==> config.mk <==
export PLATFORM = sky130hd
export DESIGN_NAME = tpu_output_postproc
export DESIGN_NICKNAME = d
export VERILOG_FILES = /design/src/rtl/tpu_output_postproc.sv
export SDC_FILE = /design/constraint.sdc
export NUM_CORES = 2
export LEC_CHECK = 0
export ABC_AREA = 1
export CAP_MARGIN = 0
export CORE_ASPECT_RATIO = 0.8
export CORE_MARGIN = 10
export CORE_UTILIZATION = 30
export DETAILED_ROUTE_END_ITERATION = 10
export PLACE_DENSITY = 0.46
export SLEW_MARGIN = 20
export SYNTH_ARGS = -nofsm -noshare
export SYNTH_HDL_FRONTEND = slang
export SYNTH_SLANG_ARGS = --single-unit
==> constraint.sdc <==
create_clock -name clk -period 12.7 [get_ports clk]
set_clock_uncertainty 0.1 [all_clocks]
set_input_delay 3.81 -clock clk [delete_from_list [all_inputs] [get_ports clk]]
set_output_delay 3.81 -clock clk [all_outputs]
set_load 0.01 [all_outputs]
==> src/rtl/tpu_output_postproc.sv <==
// tpu_output_postproc
//   Post-processes systolic-array result rows and streams them to the CPU/DMA.
//   Per row: per-column bias add (saturating), rounding arithmetic right shift,
//   optional ReLU, saturation to 16 bits, then queued in a row FIFO and emitted
//   as 32-bit words carrying two 16-bit lanes each.
// Ports:
//   clk, rst            rising-edge clock, synchronous active-high reset
//   array_outputs/_valid result row from the array (no backpressure)
//   in_ready            advisory: a row arriving now will not be dropped
//   cfg_*               shift, ReLU enable, bias write port, datapath clear
//   out_data/valid/ready/last  32-bit word stream, last marks end of row
//   rows_done           rows fully drained (wraps)
//   overflow_err        sticky: a row was dropped
//   sat_err             sticky: a lane saturated to 16 bits
module tpu_output_postproc #(
  parameter int unsigned ARRAY_SIZE     = 8,
  parameter int unsigned ACC_BITS       = 32,
  parameter int unsigned ROW_FIFO_DEPTH = 4
) (
  input  logic                             clk,
  input  logic                             rst,
  input  logic [ARRAY_SIZE*ACC_BITS-1:0]   array_outputs,
  input  logic                             array_output_valid,
  output logic                             in_ready,
  input  logic [4:0]                       cfg_shift,
  input  logic                             cfg_relu_en,
  input  logic                             cfg_bias_wr,
  input  logic [$clog2(ARRAY_SIZE)-1:0]    cfg_bias_col,
  input  logic [ACC_BITS-1:0]              cfg_bias_data,
  input  logic                             cfg_clear,
  output logic [31:0]                      out_data,
  output logic                             out_valid,
  input  logic                             out_ready,
  output logic                             out_last,
  output logic [15:0]                      rows_done,
  output logic                             overflow_err,
  output logic                             sat_err
);

  localparam int unsigned NumWords = ARRAY_SIZE / 2;
  localparam int unsigned KW       = (NumWords > 1) ? $clog2(NumWords) : 1;
  localparam int unsigned PW       = (ROW_FIFO_DEPTH > 1) ? $clog2(ROW_FIFO_DEPTH) : 1;
  localparam int unsigned CW       = $clog2(ROW_FIFO_DEPTH + 1);
  localparam int unsigned RowW     = ARRAY_SIZE * 16;
  localparam logic signed [ACC_BITS:0] Max16 = (ACC_BITS + 1)'(32767);
  localparam logic signed [ACC_BITS:0] Min16 = (ACC_BITS + 1)'(-32768);

  // Saturating ACC_BITS-wide add, computed one bit wider so it never wraps.
  function automatic logic [ACC_BITS-1:0] add_sat(input logic [ACC_BITS-1:0] a,
                                                 input logic [ACC_BITS-1:0] b);
    logic [ACC_BITS:0] w;
    w = {a[ACC_BITS-1], a} + {b[ACC_BITS-1], b};
    if (w[ACC_BITS] != w[ACC_BITS-1]) begin
      return w[ACC_BITS] ? {1'b1, {(ACC_BITS-1){1'b0}}} : {1'b0, {(ACC_BITS-1){1'b1}}};
    end
    return w[ACC_BITS-1:0];
  endfunction

  // Round-shift, ReLU, clip to 16 bits. Returns {clipped, lane[15:0]}.
  function automatic logic [16:0] post(input logic [ACC_BITS-1:0] x, input logic [4:0] s,
                                       input logic relu);
    logic signed [ACC_BITS:0] w;
    logic signed [ACC_BITS:0] rnd;
    w   = {x[ACC_BITS-1], x};
    rnd = '0;
    if (s != 5'd0) rnd = (ACC_BITS + 1)'(1) << (s - 5'd1);
    w = (w + rnd) >>> s;
    if (relu && w < 0) w = '0;
    if (w > Max16) return {1'b1, 16'h7fff};
    if (w < Min16) return {1'b1, 16'h8000};
    return {1'b0, w[15:0]};
  endfunction

  logic [ACC_BITS-1:0] bias_q   [ARRAY_SIZE];
  logic [ACC_BITS-1:0] s1_sum_q [ARRAY_SIZE];
  logic [ACC_BITS-1:0] s1_sum_d [ARRAY_SIZE];
  logic                s1_valid_q, s2_valid_q;
  logic [RowW-1:0]     s2_row_q, s2_row_d;
  logic                s2_clip_d;
  logic [16:0]         s2_res   [ARRAY_SIZE];
  logic [RowW-1:0]     mem_q    [ROW_FIFO_DEPTH];
  logic [PW-1:0]       rd_ptr_q, wr_ptr_q;
  logic [CW-1:0]       count_q;
  logic [KW-1:0]       k_q;
  logic [15:0]         rows_done_q;
  logic                overflow_q, sat_q;
  logic [RowW-1:0]     head;
  logic                full, hs, pop, push, drop;
  logic [CW:0]         occ;

  always_comb begin
    s2_row_d  = '0;
    s2_clip_d = 1'b0;
    for (int i = 0; i < ARRAY_SIZE; i++) begin
      s1_sum_d[i] = add_sat(array_outputs[i*ACC_BITS +: ACC_BITS], bias_q[i]);
      s2_res[i]   = post(s1_sum_q[i], cfg_shift, cfg_relu_en);
      s2_row_d[i*16 +: 16] = s2_res[i][15:0];
      s2_clip_d = s2_clip_d | s2_res[i][16];
    end
  end

  always_comb begin
    head      = mem_q[rd_ptr_q];
    out_valid = (count_q != '0);
    out_data  = out_valid ? head[{k_q, 5'd0} +: 32] : 32'd0;
    out_last  = out_valid && (k_q == KW'(NumWords - 1));
    hs        = out_valid && out_ready;
    pop       = hs && out_last;
    full      = (count_q == CW'(ROW_FIFO_DEPTH));
    // When full, a same-cycle pop frees exactly the slot the push writes.
    push      = s2_valid_q && (!full || pop);
    drop      = s2_valid_q && full && !pop;
    occ       = {1'b0, count_q} + (CW + 1)'(s1_valid_q) + (CW + 1)'(s2_valid_q);
    in_ready  = (occ < (CW + 1)'(ROW_FIFO_DEPTH));
  end

  assign rows_done    = rows_done_q;
  assign overflow_err = overflow_q;
  assign sat_err      = sat_q;

  // Data registers; qualified by the valid/control state below, so no reset needed.
  always_ff @(posedge clk) begin
    s1_sum_q <= s1_sum_d;
    s2_row_q <= s2_row_d;
    if (!rst && !cfg_clear && push) mem_q[wr_ptr_q] <= s2_row_q;
  end

  always_ff @(posedge clk) begin
    if (rst) begin
      for (int i = 0; i < ARRAY_SIZE; i++) bias_q[i] <= '0;
      s1_valid_q  <= 1'b0;
      s2_valid_q  <= 1'b0;
      rd_ptr_q    <= '0;
      wr_ptr_q    <= '0;
      count_q     <= '0;
      k_q         <= '0;
      rows_done_q <= '0;
      overflow_q  <= 1'b0;
      sat_q       <= 1'b0;
    end else begin
      if (cfg_bias_wr) bias_q[cfg_bias_col] <= cfg_bias_data;
      if (cfg_clear) begin
        s1_valid_q  <= 1'b0;
        s2_valid_q  <= 1'b0;
        rd_ptr_q    <= '0;
        wr_ptr_q    <= '0;
        count_q     <= '0;
        k_q         <= '0;
        rows_done_q <= '0;
        overflow_q  <= 1'b0;
        sat_q       <= 1'b0;
      end else begin
        s1_valid_q <= array_output_valid;
        s2_valid_q <= s1_valid_q;
        if (push) wr_ptr_q <= wr_ptr_q + PW'(1);
        if (pop) begin
          rd_ptr_q    <= rd_ptr_q + PW'(1);
          rows_done_q <= rows_done_q + 16'd1;
        end
        unique case ({push, pop})
          2'b10:   count_q <= count_q + CW'(1);
          2'b01:   count_q <= count_q - CW'(1);
          default: count_q <= count_q;
        endcase
        if (hs) k_q <= pop ? '0 : k_q + KW'(1);
        if (drop) overflow_q <= 1'b1;
        if (s1_valid_q && s2_clip_d) sat_q <= 1'b1;
      end
    end
  end

endmodule

**Close-up of the layout**

Region (291, 232) to (321, 262) um. Cells in gray, sequential cells in the stronger gray; small squares are vias.
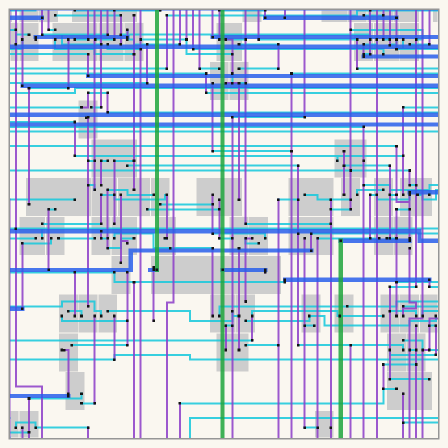
metal 2 -> purple
metal 4 -> green
metal 3 -> blue
metal 1 -> cyan
most frequent = nand2_1 (23), inv_1 (7), xor2_1 (4)
sequential cells in the window = 0
cells with their middle in the window = 52

**Routed metal per tile**

Scale: 0.5 px per um. The die is cut into 31 by 25 equal tiles; dark purple is low, yellow is high, scaled to the fullest tile. Values are wire area over tile area, all layers added.
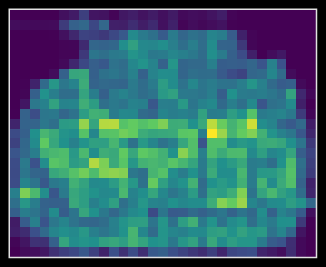
fullest tile = 0.56
tiles over half the peak = 28%
nearly empty tiles = 12%

**Placement view**

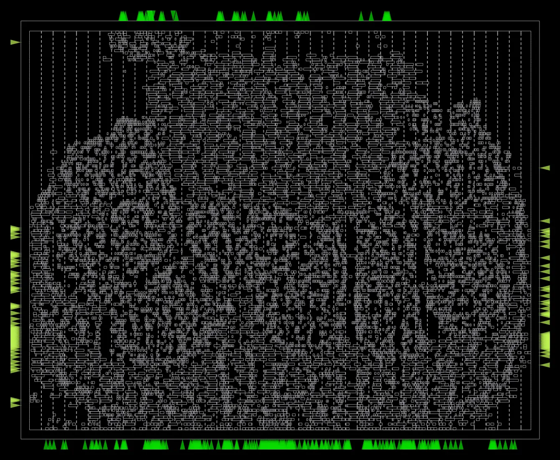
FP Rows: 173
Layout fillers: 29600

**Signal wires by layer**

Scale: 1 px per um. Two of the layers only.
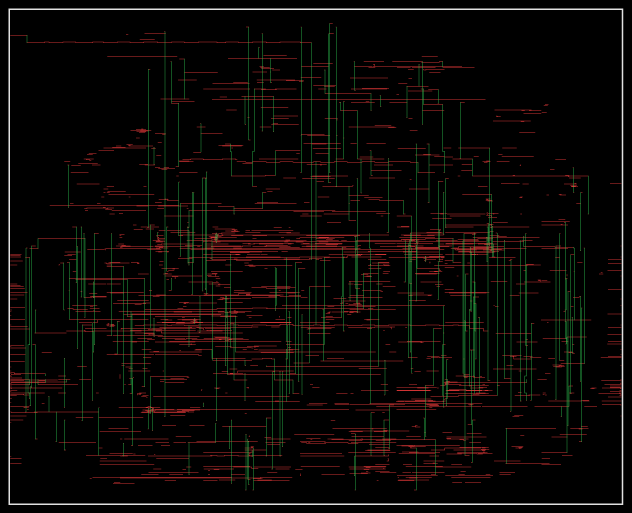
metal 3 -> red  # wire length 25.5 mm
metal 4 -> green  # wire length 14600 um

==> deck_impl_summary.md <==
Key Metrics from the Run

Status
  • Outcome: completed

Detailed routing
  • Wire length on met1: 172 mm
  • Routed wl met3: 25.5 mm
  • Antenna Violating Nets Remaining: 0
  • Vias per cell: 5.33
  • DR top layer: met5
  • DR pass1 iterations: 6

Finish
  • Area Overhead vs Synth: 14.5%
  • Max reg flops: 512
  • Antenna cells: 18
  • Data buffer area share: 4.85%
  • Seq/total area: 32.6%
  • Final Util: 34.6%
  • Net count, final: 12600
  • Clkbuf count: 207
  • Fin area: 0.0962 mm2
  • Largest class: multi-input combinational cells
  • Comb_multi_in: 8953
  • Logic area: 0.0470 mm2
  • Flop Count: 1183
  • Fraction of area in multi-input gates: 48.8%
  • Largest regs: mem_q: 512 flops, bias_q: 256 flops, s1_sum_q: 256 flops
  • Largest Register: mem_q
  • ClkCell Share: 4.88%
  • Most numerous logic cell after layout: nand2_1

Worst setup path
  • CP bufs+invs: 5
  • FF-to-FF Start: bias_q[1][0]
  • Crit path DRT: 13.23 ns
  • Worst path depth: 28
  • Setup crit start: cfg_shift[1]
  • Arr. time, crit path: 11.15 ns
  • R2R cell count: 23
  • R2r endpoint: s1_sum_q[195]
  • CP Capture Point: s2_row_q[109]
  • Crit-path leading delay family: simple AND/OR/NAND/NOR gates
  • CP dominant cell by count: nand2_1

Synthesis
  • Ao+oa area frac: 15.4%
  • Yosys top cell by instances: nand2_1
  • Adder-cell area share of the yosys netlist: 7.22%
  • Synth logic family: simple AND/OR/NAND/NOR gates
  • Seq share, synth: 37.3%
  • #FFs+latches synth: 1183
  • Post-synthesis cell type count: 68
  • Post-synth top cells: nand2_1 (2871), nand3_1 (1357), nor2_1 (1207)
  • Cell taking the most area after synthesis: edfxtp_1
  • Max-area cell share: 27.4%
  • Mapped cell area: 0.0840 mm2
  • # Cells Yosys: 11600
  • Gate count of the mapped netlist: 11600
  • Synth area leaders: edfxtp_1 (27%), nand2_1 (13%), dfxtp_1 (9.9%), nand3_1 (8.1%), ha_1 (7.0%)
  • YS chip area: 0.0840 mm2
  • Post-synth EDFFs: 768
  • Synth Area in Simple Gates: 29.1%

CTS
  • Clock-pin slew on the worst setup and hold paths: 0.06 ns
  • Post-CTS resize count: 0
  • Cts hold-fix bufs: 0
  • Postcts setup bufs: 0
  • H-tree lvl count: 4
  • CTS tree: done
  • Root buf cell: clkbuf_16

Floorplanning
  • Die area: 0.302 mm2
  • Number of I/O pins: 356
  • Floorplan core density: 30.2%
  • Core Area: 0.278 mm2
  • Die Y: 493 um

Power
  • Top pwr grp: combinational cells
  • Pint: 8.78 mW
  • Power Combinational: 5.47 mW
  • Sequential power share: 35.1%
  • Max VDD drop: 0.0802 mV
  • Tot Pwr: 14.9 mW
  • Static leakage: 42.1 nW
  • P_seq: 5.22 mW
  • Sw Ratio: 40.9%
  • Switch Pwr: 6.08 mW
  • Clock network power: 4.18 mW

Global route
  • Largest net degree at the start of global routing: 183
  • Global-route wire length before repair: 554 mm
  • Initial antenna violation count: 60
  • M3 GR Usage: 3.92%
  • M1 GR Usage: 33.0%
  • Number of global-route vias before repair: 80900

Placement
  • Post-DP Area: 0.0915 mm2
  • HPWL Detailed: 294 mm
  • Placer Congestion: 0.961
  • Dpl cells: 15300

Timing
  • F_max: 0.0942 GHz
  • Period utilization: 83.6%
  • Unrepaired setup endpoints after global routing: false
  • Fin crit period: 10.62 ns
  • Max transition margin: 23.7%
  • Final setup margin: 2.08 ns
  • Max-slew violations: 0

Worst hold path
  • Hold Path Cell Cnt: 1
  • Hold wc startpoint: rd_ptr_q[1]
  • Hold Crit Class: reg -> reg

Run
  • Log Warnings: 54
Power figures rest on the tool's default switching activity, not on a simulated workload.
